Fig. 1: run 1, gate families picked out
Drawn at 3 px/um.
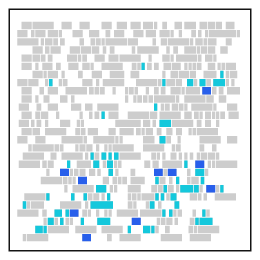
Fig. 2: run 1, where the registers sit
Drawn at 6 px/um.
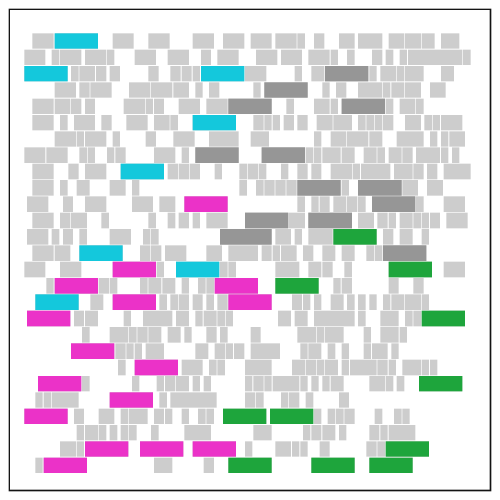
Fig. 3: run 1, routing congestion map
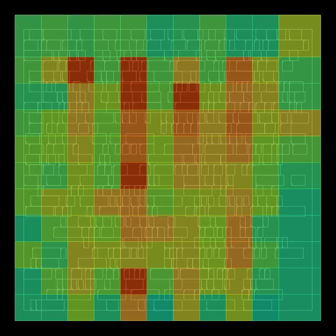
==> config.mk <==
export PLATFORM = sky130hd
export DESIGN_NAME = seg_disp_arbiter
export DESIGN_NICKNAME = d
export VERILOG_FILES = /design/src/rtl/seg_disp_arbiter.sv
export SDC_FILE = /design/constraint.sdc
export NUM_CORES = 1
export LEC_CHECK = 0
export ABC_AREA = 1
export CAP_MARGIN = 20
export CORE_MARGIN = 2
export CORE_UTILIZATION = 47
export DETAILED_ROUTE_END_ITERATION = 8
export PLACE_DENSITY_LB_ADDON = 0.12
export SLEW_MARGIN = 20
export SYNTH_ARGS = -nofsm -noshare
export SYNTH_HDL_FRONTEND = slang
export SYNTH_SLANG_ARGS = --single-unit
==> constraint.sdc <==
create_clock -name CLK -period 3.1 [get_ports CLK]
set_input_delay 0.62 -clock CLK [delete_from_list [all_inputs] [get_ports CLK]]
set_output_delay 0.62 -clock CLK [all_outputs]
set_load 0.05 [all_outputs]
==> results.toml, run 1 <==
# implementation run metrics
[synthesis]
synth_area_um2 = 2710
edf_count = 0
mux_share_pct = 0
ys_seq_share_pct = 35.4
ff_type = "dfxtp_1"
top_cell = "nand2_1"
ys.flops = 48
yosysWarningCount = 0
topCellsByArea = "dfxtp_1 35%, nand2_1 12%, inv_1 7.2%, nand3_1 5.5%, a21oi_1 5.0%"
yosysTopAreaCell = "dfxtp_1"
simple_gate_area_share_pct = 37.8
fp_nets = 431
ys_cells = 387
adder_share_pct = 2.77
syn-instance-count = 387
avgSynthCellArea_um2 = 7.01
topCombFamilyByArea = "simple AND/OR/NAND/NOR gates"
synthTopCellsByCount = "86 x nand2_1, 52 x inv_1, 48 x dfxtp_1, 33 x nor2_1, 30 x nand3_1"
synth_cell_types = 39

[status]
status = "completed"

[setup_path]
max_stage_delay_ps = 290
critPathArrivalTime_ps = 3220
regToRegSetupSlack_ps = 90
reg2reg_depth = 27
cp_max_fo = 4
worstPathRequired_ps = 3310
cp-start-kind = "primary input"

[sta]
drv_slew = 0
setup_viol = 0
finalClockSkew_ps = 11.9
slew_headroom_pct = 60.8
fin_crit_ps = 3010
finalWorstSetupSlack_ps = 90.0
period_used_pct = 97.1

[detailed_routing]
routedWlPerCell_um = 12.2
drtIter0Drc = 121
drc = 0
dr.pass1.iters = 4
detail_route.wirelength_um = 6420

[floorplan]
fp.coreArea_um2 = 5540
rows = 27
chip_area_um2 = 6400
io_pins = 54
die_w_um = 80.0

[place]
pre_cts_ws_ps = -663
place_hpwl_um = 4850
gp_congestion = 0.904
io_buffers = 52

[clocking]
clockBufferDepth = 2
clk_latency_ps = 300
cts_tree = "built"
clock-sinks = 48
htree_levels = 2
post-cts-setup-buffer-count = 0

[global_route]
grt_use_total_pct = 20.8
grt_max_degree = 19
antenna_found_initial = 0

[run]
cap_violations = 0

[finish]
n_fill_cell = 532
drive_above_1_share_pct = 13.8
n_antenna_cell = 0

[power]
powerDensity_nw_per_um2 = 701
power_leakage_nw = 1.43

[min_path]
min_path_type = "flop to flop"
timing.hold.worst_path_depth = 1
About Fig. 1:
legend:
  nor cells:
    color: cyan
    cells: 56
    most_used: nor2_1
  xor and xnor cells:
    color: blue
    cells: 10
    most_used: xor2_1
Post-Layout Cell Count: 528
Comb area share: 43.4%
most frequent logic cell in the layout: nand2_1

About Fig. 2:
legend:
  `BIN_OUT`:
    color: cyan
    placed_flops: 8
  `hold_cnt`:
    color: green
    placed_flops: 11
  `tick_cnt`:
    color: magenta
    placed_flops: 16
not colored: 13
sequential power: 782 uW
final core occ: 63.7%
flop share of the area: 27.3%
sequential cell area: 965 um^2

About Fig. 3:
met1 usage: 27.2%
GR Util met3: 4.75%

[run 1: metal layers]
metal	GRT usage, %	part of all wire (%)	vias up
li1	-	-	1399
met1	27.2	46	1211
met2	34.6	49	42
met3	4.75	3.9	4
met4	5.42	0.72	0
met5	0	0	-
[run 1: metrics by stage]
| stage | setup TNS, ps | power, mW | cell area, um^2 | hold slack [ps] |
|---|---|---|---|---|
| 4_1_cts | 0 | 2.42 | 3480 | 456 |
| 6_report | 0 | 2.48 | 3530 | 452 |
| 3_3_place_gp | -6250 | 2.00 | 3380 | 433 |
| 5_1_grt | -544 | 2.67 | 3530 | 475 |
| 2_1_floorplan | 0 | 1.64 | 2740 | 418 |
| 3_5_place_dp | -7350 | 2.03 | 3380 | 445 |
[run 1: area by class of cell]
type	count	area (um^2)	area share [%]
Sequential cell	48	965	27.3
Inverter	55	214	6.06
Tap cell	72	90.1	2.55
Clock inverter	3	18.8	0.532
Timing Repair Buffer	69	643	18.2
Multi-Input combinational cell	276	1530	43.4
Clock buffer	5	68.8	1.95
[run 1: where the power goes]
part,internal (mW),switching (mW)
Clock,0.158,0.216
Sequential,0.713,0.0690
Combinational,0.532,0.789
Total,1.40,1.07
[run 1: worst max-delay path, delay by kind of cell]
family          cells  cell delay, ps
simple gates       17            1390
fa+ha+maj           3             800
buf+inv             5             260
compound gates      2             130
[run 1: cell usage in the layout (no fill, tap or decap), drive strengths merged]
cell type	count
a21boi	1
xnor2	2
buf	18
o21ai	15
nor4	5
nand2b	3
nand3b	4
conb	1
clkdlybuf4s50	51
xor2	8
nand4	13
clkinv	4
a31oi	1
nand3	33
o211ai	9
ha	6
nor3	7
a21oi	27
nor4b	1
or2	3
dfxtp	48
nor3b	5
nor2	38
inv	54
nand2	94
clkbuf	5
Fig. 4: run 1, a small window of the routed layout
Window x 47 to 72, y 47 to 72 um. Cells in gray, sequential cells in the stronger gray; small squares are vias.
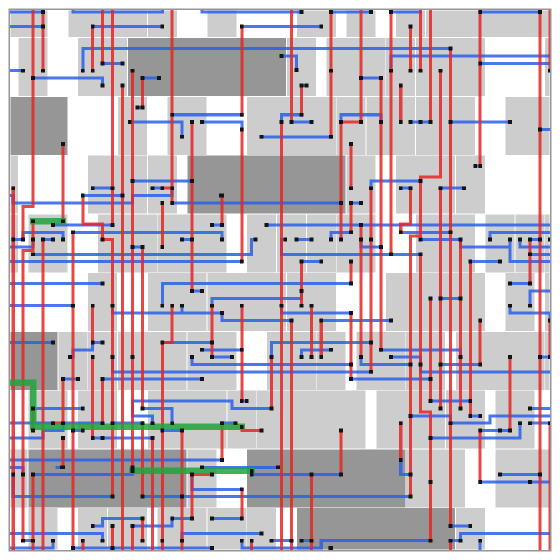

==> run 2, diff against run 1 <==
- CORE_UTILIZATION: 47 -> 48
- CTS_BUF_LIST: default -> sky130_fd_sc_hd__clkbuf_4
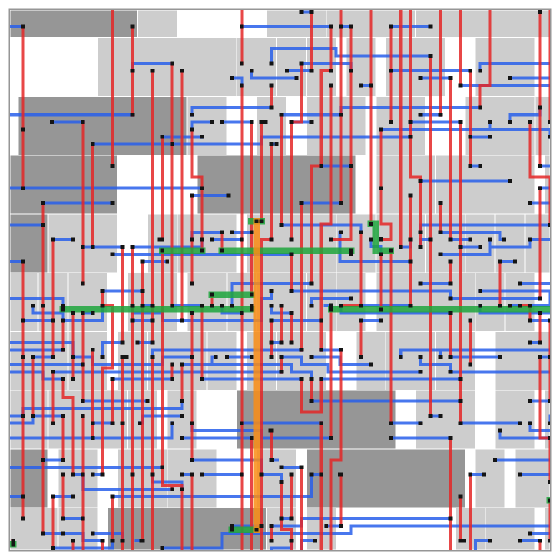
Fig. 5. A small window of the routed layout (run 2).
Window x 47 to 72, y 47 to 72 um. Cells in gray, sequential cells in the stronger gray; small squares are vias.
legend:
  M1:
    color: blue
  M4:
    color: orange
  M3:
    color: green
  M2:
    color: red
sequential cells in the window: 6
cells with their middle in the window: 70
most frequent: inv_1 (10), nand2_1 (9), buf_4 (8)

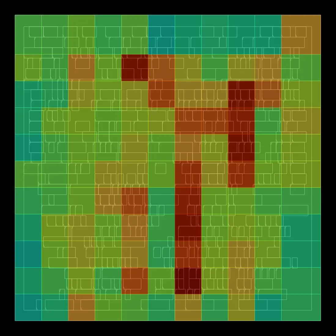
Fig. 6. Routing congestion map (run 2).
met2 Use GR: 36.0%
final core occ: 64.7%
met1 usage: 26.3%
DR WL/cell: 12.3 um

==> results.toml, run 2 <==
# implementation run metrics
[status]
status = "completed"

[place]
pre_cts_ws_ps = -634
io_buffers = 52
gp_congestion = 0.873
place_hpwl_um = 4890

[finish]
mostFrequentLayoutCell = "nand2_1"
n_antenna_cell = 0
n_fill_cell = 521
drive_above_1_share_pct = 14.7
fin_cells = 528
final_cell_mix = "79 x nand2_1, 51 x clkdlybuf4s50_1, 50 x inv_1"

[power]
internal_power_mw = 1.44
power_leakage_nw = 1.43
power_mw = 2.56
netSwitchingFraction_pct = 43.6
power_frac_clock_pct = 15.0
power_frac_comb_pct = 54.3
powerDensity_nw_per_um2 = 723
power.switching_mw = 1.12

[floorplan]
die_w_um = 79.2
chip_area_um2 = 6270
rows = 27
fp.coreArea_um2 = 5470
io_pins = 54

[global_route]
antenna_found_initial = 0
grt_use_total_pct = 21.0
grt_max_degree = 19

[sta]
fin_crit_ps = 3020
setup_viol = 0
finalClockSkew_ps = 10.4
tns_ps = 0
drv_slew = 0
slew_headroom_pct = 64.0
hold_ws_ps = 468
finalWorstSetupSlack_ps = 79.6

[setup_path]
cp-start-kind = "flop"
critPathArrivalTime_ps = 3310
reg2reg_depth = 27
worstPathRequired_ps = 3390
max_stage_delay_ps = 390
crit_family = "simple AND/OR/NAND/NOR gates"
cp_max_fo = 5
critPathBufInv = 5

[synthesis]
synth_area_um2 = 2710
yosysTopAreaCell = "dfxtp_1"
yosysWarningCount = 0
top_cell = "nand2_1"
avgSynthCellArea_um2 = 7.01
topCellsByArea = "dfxtp_1 35%, nand2_1 12%, inv_1 7.2%, nand3_1 5.5%, a21oi_1 5.0%"
ys_cells = 387
edf_count = 0
ys_seq_share_pct = 35.4
ys.flops = 48
syn-instance-count = 387

[min_path]
min_path_type = "flop to flop"

[clocking]
post-cts-setup-buffer-count = 0
htree_levels = 2
clk_latency_ps = 380
clock-sinks = 48
cts_tree = "built"
clockBufferDepth = 2

[detailed_routing]
drtIter0Drc = 119
drc = 0
detail_route.wirelength_um = 6510
dr.pass1.iters = 4

[run]
cap_violations = 0
[run 2: cell counts after synthesis]
Identical to the previous run, type by type.
[run 2: cells by family (layout without fill, tap and decap cells)]
| logic type | after synthesis | after routing | share of synthesized area [%] |
|---|---|---|---|
| buf+inv | 63 | 132 | 9.46 |
| xor+xnor | 10 | 10 | 3.23 |
| compound gates | 53 | 53 | 11.2 |
| flops | 48 | 48 | 35.4 |
| fa+ha+maj | 6 | 6 | 2.77 |
| other cells | 1 | 1 | 0.138 |
| simple gates | 206 | 206 | 37.8 |
[run 2: layout make-up]
class                      count  area [um^2]  area share [%]
clock buffer                   6         45.0            1.27
clock inverter                 2         35.0           0.990
inverter                      55          214            6.05
multi-input combinational    276         1550            43.7
sequential                    48          966            27.3
tap                           72         90.1            2.55
timing repair buffer          69          643            18.2
[run 2: metrics by stage]
stage / utilization (%) / area, um^2
floorplan: - / 2740
global placement: 61.8 / 3380
detailed placement: 61.8 / 3380
CTS: 63.3 / 3460
global route: 64.7 / 3540
finish: 64.7 / 3540
[run 2: per-layer routing]
layer  track usage (%)  up-vias  wire, um
met5                 0        -         0
met4              8.45        0       121
met3              3.52       11       287
met2              36.0       63      3170
met1              26.3     1215      2930
li1                  -     1406         -
[run 2: power by group through the flow]
stage	Sequential [mW]	Combinational, mW	Clock, mW
2_1_floorplan	0.981	0.656	0
3_3_place_gp	0.794	1.19	0
3_5_place_dp	0.796	1.22	0
4_1_cts	0.783	1.23	0.389
5_1_grt	0.799	1.52	0.411
6_report	0.787	1.39	0.383
[run 2: worst register-to-register path, delay by kind of cell (launching register included)]
family	cells	cell delay, ps
AOI/OAI and AO/OA	2	120
adders and majority gates	3	790
buffers and inverters	5	220
DFF	1	390
and+or+nand+nor	17	1420
Power is estimated from default activity; no workload was simulated.
